**config.mk**
```make
export PLATFORM = sky130hd
export DESIGN_NAME = lsu_bus_bridge_flat
export DESIGN_NICKNAME = d
export VERILOG_FILES = /design/src/rtl/lsu_bus_bridge_if.sv /design/src/rtl/lsu_bus_bridge.sv /design/src/flat_wrapper.sv
export SDC_FILE = /design/constraint.sdc
export NUM_CORES = 1
export LEC_CHECK = 0
export ABC_AREA = 1
export CORE_ASPECT_RATIO = 0.7
export CORE_MARGIN = 1
export CORE_UTILIZATION = 48
export CTS_CLUSTER_SIZE = 40
export DETAILED_ROUTE_END_ITERATION = 10
export HOLD_SLACK_MARGIN = 0.1
export MAX_ROUTING_LAYER = met4
export PLACE_DENSITY = 0.95
export SETUP_SLACK_MARGIN = 0.3
export SYNTH_ARGS = -nofsm -noshare
export SYNTH_HDL_FRONTEND = slang
export SYNTH_SLANG_ARGS = --single-unit
```
**constraint.sdc**
```tcl
create_clock -name clk -period 2 [get_ports clk]
set_input_delay 0.2 -clock clk [delete_from_list [all_inputs] [get_ports clk]]
set_output_delay 0.2 -clock clk [all_outputs]
set_load 0.02 [all_outputs]
```
**src/rtl/lsu_bus_bridge_if.sv**
```systemverilog
// Memory-side ready/valid bus between the load/store bridge (master) and memory (slave).
interface lsu_bus_bridge_if #(
  parameter int ADDR_WIDTH = 32
);
  logic                  mem_valid;
  logic                  mem_we;
  logic [ADDR_WIDTH-1:0] mem_addr;
  logic [3:0]            mem_wstrb;
  logic [31:0]           mem_wdata;
  logic                  mem_ready;
  logic [31:0]           mem_rdata;

  modport master (
    output mem_valid, mem_we, mem_addr, mem_wstrb, mem_wdata,
    input  mem_ready, mem_rdata
  );

  modport slave (
    input  mem_valid, mem_we, mem_addr, mem_wstrb, mem_wdata,
    output mem_ready, mem_rdata
  );
endinterface

```
**src/rtl/lsu_bus_bridge.sv**
```systemverilog
// Load/store bridge: turns one RV32I load/store from the core into a ready/valid
// bus access with byte strobes, lane steering, load extension, errors and timeout.
module lsu_bus_bridge #(
  parameter int ADDR_WIDTH     = 32,
  parameter int TIMEOUT_CYCLES = 255,
  parameter int CNT_WIDTH      = 8
) (
  input  logic                  clk,
  input  logic                  reset,
  input  logic                  core_req,
  input  logic                  core_we,
  input  logic [2:0]            core_funct3,
  input  logic [ADDR_WIDTH-1:0] core_addr,
  input  logic [31:0]           core_wdata,
  output logic [31:0]           core_rdata,
  output logic                  core_done,
  output logic                  core_error,
  output logic                  core_busy,
  lsu_bus_bridge_if.master      bus
);

  typedef enum logic [1:0] {IDLE, REQ, DONE, ERR} state_t;

  typedef struct packed {
    logic                  we;
    logic [2:0]            funct3;
    logic [ADDR_WIDTH-1:0] addr;
    logic [3:0]            wstrb;
    logic [31:0]           wdata;
  } req_t;

  localparam logic [CNT_WIDTH-1:0] CNT_LAST = CNT_WIDTH'(TIMEOUT_CYCLES - 1);

  state_t               state, state_nxt;
  req_t                 req_q;
  logic [CNT_WIDTH-1:0] cnt;
  logic                 bad, illegal, misalign, timeout;
  logic [3:0]           strb_d;
  logic [31:0]          wdata_d, load_val;
  logic [1:0]           k_d, k_q;
  logic [7:0]           lane_b;
  logic [15:0]          lane_h;

  // Decode of the incoming request; only meaningful in IDLE when core_req is high.
  always_comb begin
    k_d      = core_addr[1:0];
    illegal  = core_we ? (core_funct3[2] || core_funct3 == 3'b011)
                       : (core_funct3 == 3'b011 || core_funct3[2:1] == 2'b11);
    misalign = (core_funct3[1:0] == 2'b01 && k_d[0]) ||
               (core_funct3[1:0] == 2'b10 && k_d != 2'b00);
    bad      = illegal || misalign;
    case (core_funct3[1:0])
      2'b00:   begin strb_d = 4'b0001 << k_d; wdata_d = {4{core_wdata[7:0]}};  end
      2'b01:   begin strb_d = 4'b0011 << k_d; wdata_d = {2{core_wdata[15:0]}}; end
      default: begin strb_d = 4'b1111;        wdata_d = core_wdata;            end
    endcase
    if (!core_we) strb_d = 4'b0000;
  end

  // Load lane select and extension from the latched access.
  always_comb begin
    k_q    = req_q.addr[1:0];
    lane_b = bus.mem_rdata[8*k_q +: 8];
    lane_h = k_q[1] ? bus.mem_rdata[31:16] : bus.mem_rdata[15:0];
    case (req_q.funct3)
      3'b000:  load_val = {{24{lane_b[7]}}, lane_b};
      3'b001:  load_val = {{16{lane_h[15]}}, lane_h};
      3'b100:  load_val = {24'b0, lane_b};
      3'b101:  load_val = {16'b0, lane_h};
      default: load_val = bus.mem_rdata;
    endcase
  end

  assign timeout = (TIMEOUT_CYCLES != 0) && (cnt == CNT_LAST);

  always_ff @(posedge clk) begin
    if (reset) state <= IDLE;
    else       state <= state_nxt;
  end

  always_comb begin
    state_nxt = state;
    case (state)
      IDLE:    if (core_req) state_nxt = bad ? ERR : REQ;
      REQ:     if (bus.mem_ready) state_nxt = DONE;
               else if (timeout)  state_nxt = ERR;
      default: state_nxt = IDLE;
    endcase
  end

  always_comb begin
    core_done      = (state == DONE);
    core_error     = (state == ERR);
    core_busy      = (state != IDLE);
    bus.mem_valid  = (state == REQ);
    // Bus fields are forced to zero outside REQ so an idle bridge drives a quiet bus.
    bus.mem_we     = bus.mem_valid && req_q.we;
    bus.mem_addr   = bus.mem_valid ? {req_q.addr[ADDR_WIDTH-1:2], 2'b00} : '0;
    bus.mem_wstrb  = bus.mem_valid ? req_q.wstrb : 4'b0000;
    bus.mem_wdata  = bus.mem_valid ? req_q.wdata : 32'h0;
  end

  always_ff @(posedge clk) begin
    if (reset) begin
      req_q      <= '0;
      cnt        <= '0;
      core_rdata <= 32'h0;
    end else begin
      if (state == IDLE && core_req)
        req_q <= '{we: core_we, funct3: core_funct3, addr: core_addr,
                   wstrb: strb_d, wdata: wdata_d};
      cnt <= (state == REQ) ? cnt + 1'b1 : '0;
      if (state == REQ && bus.mem_ready && !req_q.we)
        core_rdata <= load_val;
    end
  end

endmodule

```
**src/flat_wrapper.sv**
```systemverilog
// flat-port wrapper written by rule: the top's interface ports become plain ports
module lsu_bus_bridge_flat 
#(
  parameter int ADDR_WIDTH     = 32,
  parameter int TIMEOUT_CYCLES = 255,
  parameter int CNT_WIDTH      = 8
)
  (clk, reset, core_req, core_we, core_funct3, core_addr, core_wdata, core_rdata, core_done, core_error, core_busy, bus_mem_valid, bus_mem_we, bus_mem_addr, bus_mem_wstrb, bus_mem_wdata, bus_mem_ready, bus_mem_rdata);
  lsu_bus_bridge_if #(.ADDR_WIDTH(ADDR_WIDTH)) bus_i ();
  input  logic clk;
  input  logic reset;
  input  logic core_req;
  input  logic core_we;
  input  logic [2:0] core_funct3;
  input  logic [ADDR_WIDTH-1:0] core_addr;
  input  logic [31:0] core_wdata;
  output logic [31:0] core_rdata;
  output logic core_done;
  output logic core_error;
  output logic core_busy;
  output wire logic [$bits(bus_i.mem_valid)-1:0] bus_mem_valid;
  output wire logic [$bits(bus_i.mem_we)-1:0] bus_mem_we;
  output wire logic [$bits(bus_i.mem_addr)-1:0] bus_mem_addr;
  output wire logic [$bits(bus_i.mem_wstrb)-1:0] bus_mem_wstrb;
  output wire logic [$bits(bus_i.mem_wdata)-1:0] bus_mem_wdata;
  input wire logic [$bits(bus_i.mem_ready)-1:0] bus_mem_ready;
  input wire logic [$bits(bus_i.mem_rdata)-1:0] bus_mem_rdata;
  assign bus_mem_valid = bus_i.mem_valid;
  assign bus_mem_we = bus_i.mem_we;
  assign bus_mem_addr = bus_i.mem_addr;
  assign bus_mem_wstrb = bus_i.mem_wstrb;
  assign bus_mem_wdata = bus_i.mem_wdata;
  assign bus_i.mem_ready = bus_mem_ready;
  assign bus_i.mem_rdata = bus_mem_rdata;
  lsu_bus_bridge #(.ADDR_WIDTH(ADDR_WIDTH), .TIMEOUT_CYCLES(TIMEOUT_CYCLES), .CNT_WIDTH(CNT_WIDTH)) u_core (.clk(clk), .reset(reset), .core_req(core_req), .core_we(core_we), .core_funct3(core_funct3), .core_addr(core_addr), .core_wdata(core_wdata), .core_rdata(core_rdata), .core_done(core_done), .core_error(core_error), .core_busy(core_busy), .bus(bus_i));
endmodule
```
Figure 1. Met1 routing (run 1).
The bar under the picture is 50 um long. Supply wires on this layer in gray.
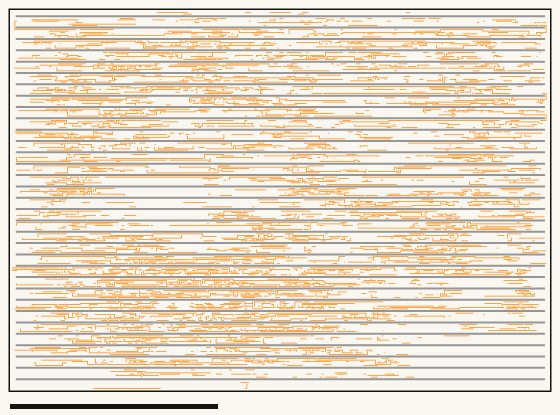
wire length on this layer	7990 um
nets with wire on the layer	1026
main direction	horizontal
longest straight run	38.6 um
share of all routed wire	42%
met1 usage: 0.392
DR vias: 6310

Figure 2. Metal 2 (run 1).
The bar under the picture is 50 um long.
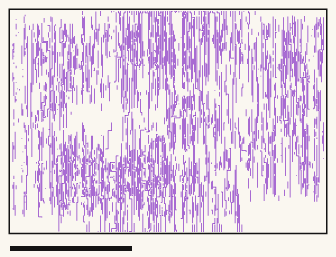
share of all routed wire	46%
nets with wire on the layer	926
wire length on this layer	8620 um
WL final: 18800 um
routing usage on met2: 0.478

==> flow_summary_export.csv, run 1 <==
group,metric,value,unit
detailed_routing,post-route-drc-count,0,
layout,final_common_cell,"nand2_1",
floorplanning,io_pins,209,
detailed_routing,route.met2.wl,8620,um
global_route,antenna_found_initial,0,
logic_synthesis,ys_warn_count,0,
logic_synthesis,syn_area_per_cell,6.47,um^2
worst_hold_path,hold_path.class,"in2reg",
layout,fillerInstances,880,
logic_synthesis,synth_area,0.00546,mm^2
global_route,grt_pass1_wl,27700,um
logic_synthesis,yosysChipArea,0.00546,mm^2
logic_synthesis,synthAdderAreaFrac,0.00458,
global_route,busiest_layer,"met2",
placed_design,port_buffers,206,
pwr,power.total,7.01,mW
timing,clock_skew,0.00746,ns
pwr,p_switching,2.10,mW
pwr,p_int,4.91,mW
placed_design,dp_cells,1167,
logic_synthesis,postSynthSeqShare,0.418,
pwr,irDropWorstVdd,0.000584,V
timing,worstMarginPinSlew,0.665,ns
timing,finalHoldViolations,0,
detailed_routing,highest_layer,"met4",
layout,fin_nets,1149,
cts,cts_tree,"yes",
pwr,p_comb_frac,0.208,
detailed_routing,wire_per_inst,15.6,um
logic_synthesis,synth-compound-area-share,0.240,
cts,clkLatencyLatePin,0.41,ns
detailed_routing,drt-pass1-iter-count,6,
worst_setup_path,cp_max_fo,18,
floorplanning,dieWidth,130,um
timing,finalSetupTns,0,ns
cts,post_cts_buffers,1,
layout,lay_top_cells,"nand2_1, clkdlybuf4s50_1, inv_1, nor2_1, dfxtp_1",
pwr,seq_power,2.56,mW
logic_synthesis,ff_type,"dfxtp_1",
logic_synthesis,synth.distinct_cells,24,
pwr,power.leakage,3.71,nW
detailed_routing,wl_met1,7990,um
timing,rsz0062_at_grt,"yes",
detailed_routing,avgViaCountPerCell,5.22,
logic_synthesis,simple_gate_share,0.204,
detailed_routing,wl_met3,1920,um
worst_setup_path,worstSetupStartpointType,"flop",
job,tool_warnings,29,
layout,area_growth,49.7,%
floorplanning,chipArea,0.0118,mm^2
timing,period_needed,1.63,ns
pwr,p_comb,1.46,mW
detailed_routing,drt_iter0_markers,537,
logic_synthesis,syn-instance-count,845,
placed_design,hpwl,11700,um
placed_design,routabilityCongestion,0.919,
cts,cts_hold_buffers,0,
pwr,top_power_group,"clock",
floorplanning,row_count,32,
layout,diodes,0,
pwr,cellPowerDensity,857,mW/mm^2
timing,final_max_slew_viol_count,0,
global_route,grt_pass1_vias,5611,
logic_synthesis,ys_sh_mux,0,
detailed_routing,antenna_left,0,
pwr,p_sw_frac,0.300,
worst_setup_path,end_kind,"output port",
floorplanning,die_h,91.3,um
timing,maxSlewHeadroom,0.555,
run_status,status,"completed",
logic_synthesis,ys.flops,114,
Figure 3. Metal 3 (run 1).
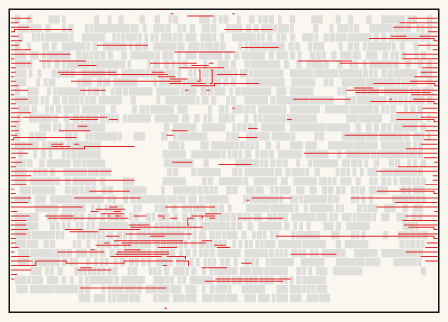
main direction	horizontal
share of all routed wire	10%
GRT met3 Usage: 0.0813

==> run 1: worst max-delay path, stage by stage, from the launching register on <==
cell and delay (ns):
dfxtp_2 0.33, inv_4 0.08, nand2_8 0.10, buf_12 0.18, nor2_1 0.13, clkbuf_2 0.20
==> run 1: sequential cells by signal (all words and copies together), names as in the netlist <==
register,cells
u_core.state,2
u_core.req_q,70
u_core.cnt,8
u_core.k_q,2
u_core.core_rdata,32
==> run 1: synth_stat cells, types with 3 or more instances <==
cell type	count	area share
nor2_1	125	0.086
dfxtp_1	114	0.42
buf_4	3	0.0041
o21a_1	3	0.0041
clkbuf_1	38	0.026
inv_1	128	0.088
nand2_1	148	0.10
buf_2	10	0.0092
o21ai_1	26	0.024
o21ai_0	110	0.10
a21oi_1	91	0.083
nor3_1	3	0.0027
a31oi_1	23	0.026
inv_2	4	0.0027
nand3_1	7	0.0064
==> run 1: worst paths after layout <==
kind / start / end / slack (ns) / cells past startpoint
min reg2reg: u_core.cnt[0] / u_core.cnt[0] / 0.45 / 1
max: u_core.state[1] / bus_mem_addr[30] / 0.37 / 5
max reg2reg: u_core.state[1] / u_core.core_rdata[29] / 0.40 / 8
min: core_wdata[21] / u_core.req_q[21] / 0.37 / 3
==> run 1: metrics by stage <==
step,instance area [um^2],utilization
floorplan,5470,-
finish,8180,0.740
global route,8180,0.740
CTS,8290,0.751
detailed placement,7670,0.694
global placement,7670,0.694
==> run 1: area by class of cell <==
cell class / count / area [um^2] / share of cell area
clock inverter: 15 / 161 / 0.0197
tap: 153 / 191 / 0.0234
timing repair buffer: 231 / 2120 / 0.259
inverter: 132 / 503 / 0.0615
clock buffer: 17 / 425 / 0.0520
multi-input combinational: 547 / 2500 / 0.305
sequential: 114 / 2280 / 0.279
Figure 4. Track usage over the die (run 1).
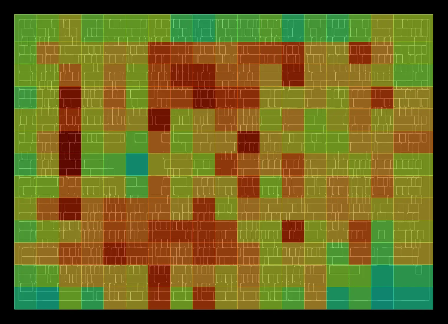

==> run 1 -> run 2 <==
--- a/config.mk
+++ b/config.mk
@@ -8,12 +8,12 @@
 export ABC_AREA = 1
 export CORE_ASPECT_RATIO = 0.7
 export CORE_MARGIN = 1
-export CORE_UTILIZATION = 48
+export CORE_UTILIZATION = 40
 export CTS_CLUSTER_SIZE = 40
 export DETAILED_ROUTE_END_ITERATION = 10
 export HOLD_SLACK_MARGIN = 0.1
 export MAX_ROUTING_LAYER = met4
-export PLACE_DENSITY = 0.95
+export PLACE_DENSITY = 0.89
 export SETUP_SLACK_MARGIN = 0.3
 export SYNTH_ARGS = -nofsm -noshare
 export SYNTH_HDL_FRONTEND = slang
==> constraint.sdc (replaced) <==
create_clock -name clk -period 1.3 [get_ports clk]
set_input_delay 0.13 -clock clk [delete_from_list [all_inputs] [get_ports clk]]
set_output_delay 0.13 -clock clk [all_outputs]
set_load 0.02 [all_outputs]
Figure 5. Track usage over the die (run 2).
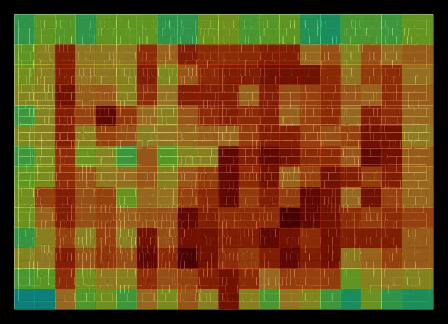
met1 usage: 0.391
WL per Instance: 21.8 um
global-route usage over all layers: 0.320
Final Util: 0.872
GRT met3 Usage: 0.0887

==> flow_summary_export.csv, run 2 <==
group,metric,value,unit
logic_synthesis,ys.flops,114,
pwr,p_comb_frac,0.321,
detailed_routing,antenna_left,0,
layout,fillerInstances,605,
timing,setup_viol,180,
worst_setup_path,endpoint,"u_core.core_rdata[27]",
layout,final_common_cell,"nand2_1",
worst_setup_path,rrSetupSlack,-0.44,ns
pwr,cellPowerDensity,1120,mW/mm^2
layout,final_area,0.0115,mm^2
pwr,p_switching,4.29,mW
layout,largest_reg_flops,70,
cts,clkLatencyLatePin,0.42,ns
worst_hold_path,hold_start,"core_wdata[22]",
worst_hold_path,hold_path.class,"in2reg",
timing,finalHoldViolations,0,
worst_setup_path,worst-path-buf-inv,5,
worst_setup_path,path_cells,"nand2_8, buf_6, nor3_4, buf_12, buf_12, buf_16, nor2_2, nor2_1, o21ai_2, inv_1",
logic_synthesis,yosysChipArea,0.00546,mm^2
worst_setup_path,path_depth,10,
logic_synthesis,synth_top_area_share,0.418,
logic_synthesis,synthTopCellsByArea,"dfxtp_1, nand2_1, o21ai_0",
global_route,gr-usage-met2,0.506,
pwr,top_power_group,"clock",
worst_setup_path,cp_max_fo,7,
floorplanning,io_pins,209,
pwr,power.leakage,4.74,nW
global_route,busiest_layer,"met2",
timing,rsz0062_at_grt,"yes",
detailed_routing,post-route-drc-count,0,
detailed_routing,wl_met1,11100,um
pwr,irDropWorstVdd,0.00107,V
placed_design,place_area,0.00836,mm^2
timing,setup_slack,-0.438,ns
pwr,p_sw_frac,0.331,
logic_synthesis,top_area_cell,"dfxtp_1",
worst_setup_path,crit_top_cell,"buf_12",
placed_design,hpwl,12500,um
worst_setup_path,slowest_stage,"dfxtp_4",
logic_synthesis,async_flop_share,0,
detailed_routing,route.met2.wl,13900,um
layout,regMostFlops,"u_core.req_q",
detailed_routing,drt_iter0_markers,662,
floorplanning,row_count,35,
layout,diodes,0,
layout,fin_nets,1245,
timing,clock_skew,0.0135,ns
timing,period_needed,1.74,ns
logic_synthesis,synth_area,0.00546,mm^2
worst_setup_path,reg2reg_depth,10,
job,tool_warnings,30,
worst_hold_path,hold_end,"u_core.req_q[22]",
timing,post-route-period-util,1.34,
layout,mi_logic_area,0.00388,mm^2
logic_synthesis,top_cells_by_count,"nand2_1, inv_1, nor2_1, dfxtp_1, o21ai_0",
floorplanning,dieWidth,142,um
worst_hold_path,hold_depth,3,
logic_synthesis,ys_warn_count,0,
logic_synthesis,syn_area_per_cell,6.47,um^2
layout,regArea,0.00233,mm^2
timing,final_max_slew_viol_count,0,
worst_setup_path,end_kind,"flop",
run_status,status,"finished, violations left",
worst_setup_path,startpoint,"u_core.state[0]",
worst_setup_path,slowest_delay,0.43,ns
layout,lay_top_cells,"nand2_1, inv_1, buf_6, clkdlybuf4s50_1, dfxtp_1",
pwr,p_int,8.66,mW
logic_synthesis,ff_type,"dfxtp_1",
worst_setup_path,r2r_start,"u_core.state[0]",
run_status,violations,"negative setup slack",
logic_synthesis,postSynthSeqShare,0.418,
detailed_routing,drt-pass1-iter-count,6,
worst_setup_path,worstSetupStartpointType,"flop",
pwr,p_comb,4.15,mW
layout,area_growth,111,%
detailed_routing,avgViaCountPerCell,5.64,
cts,clk_path_buf_depth,2,
worst_setup_path,cp_top_family,"buffers and inverters",
logic_synthesis,syn-instance-count,845,
worst_setup_path,r2r-end,"u_core.core_rdata[27]",
logic_synthesis,synth.distinct_cells,24,
layout,reg_top3,"u_core.req_q (70), u_core.core_rdata (32), u_core.cnt (8)",
timing,fmax,576,MHz
detailed_routing,highest_layer,"met4",
global_route,antenna_found_initial,0,
placed_design,routabilityCongestion,0.916,
Figure 6. Met1 routing (run 2).
The bar under the picture is 50 um long. Supply wires on this layer in gray.
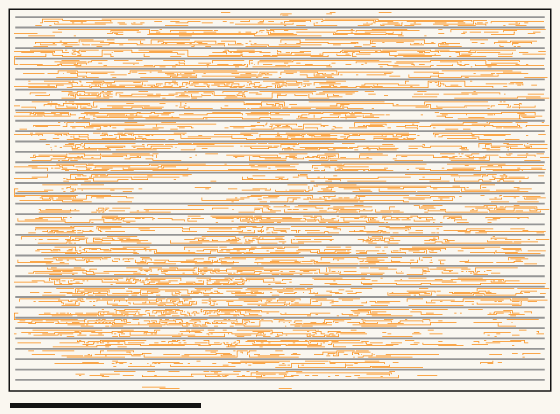
wire length on this layer	11100 um
share of all routed wire	38%
longest straight run	58.0 um
main direction	horizontal
nets with wire on the layer	1135
WL final: 29200 um
DR vias: 7547

-- run 2: cell count changes in the layout (fill, tap and decap cells not counted), moves of 39 or more --
cell	change
buf_6	+115
o21ai_0	-80
nor2_1	-79
o21ai_2	+73
nor2_4	+69
a21oi_1	-50
a21oi_2	+43
buf_2	-39
-- run 2: tightest hold or removal path, stage by stage --
cell and delay [ns]:
clkdlybuf4s50_1 0.40, nand2_1 0.06, a31oi_1 0.07
-- run 2: kinds of logic (layout without fill, tap and decap cells) --
family | Yosys count | in the layout | share of synthesized area
other | 1 | 2 | 0.000686
and+or+nand+nor | 288 | 289 | 0.204
buffers and inverters | 185 | 490 | 0.131
xor gates and xnor gates | 1 | 1 | 0.00160
AOI/OAI and AO/OA | 254 | 254 | 0.240
adders and majority gates | 2 | 2 | 0.00458
DFF | 114 | 114 | 0.418
-- run 2: cell type report --
| type | count | share of cell area |
|---|---|---|
| repair buffers | 325 | 0.344 |
| clock inverters | 11 | 0.0112 |
| well taps | 185 | 0.0201 |
| flip-flops and latches | 114 | 0.202 |
| inverters | 132 | 0.0445 |
| multi-input cells | 548 | 0.336 |
| repair inverters | 1 | 0.000759 |
| clock buffers | 21 | 0.0408 |
-- run 2: repair_timing --
| action | CTS | global route |
|---|---|---|
| resized | 780 | 255 |
| pin swaps | 11 | 48 |
| hold buffers | 0 | 0 |
| buffers inserted | 22 | 22 |
| endpoints found under the setup margin | 217 | 217 |
| cloned | 15 | 16 |
-- run 2: stage by stage --
step | instances | total power [mW]
2_1_floorplan | 846 | 5.41
3_3_place_gp | 1230 | 6.38
3_5_place_dp | 1230 | 6.44
4_1_cts | 1299 | 11.8
5_1_grt | 1337 | 13.3
6_report | 1337 | 12.9
No activity file was given, so power comes from the tool's default toggle rates.
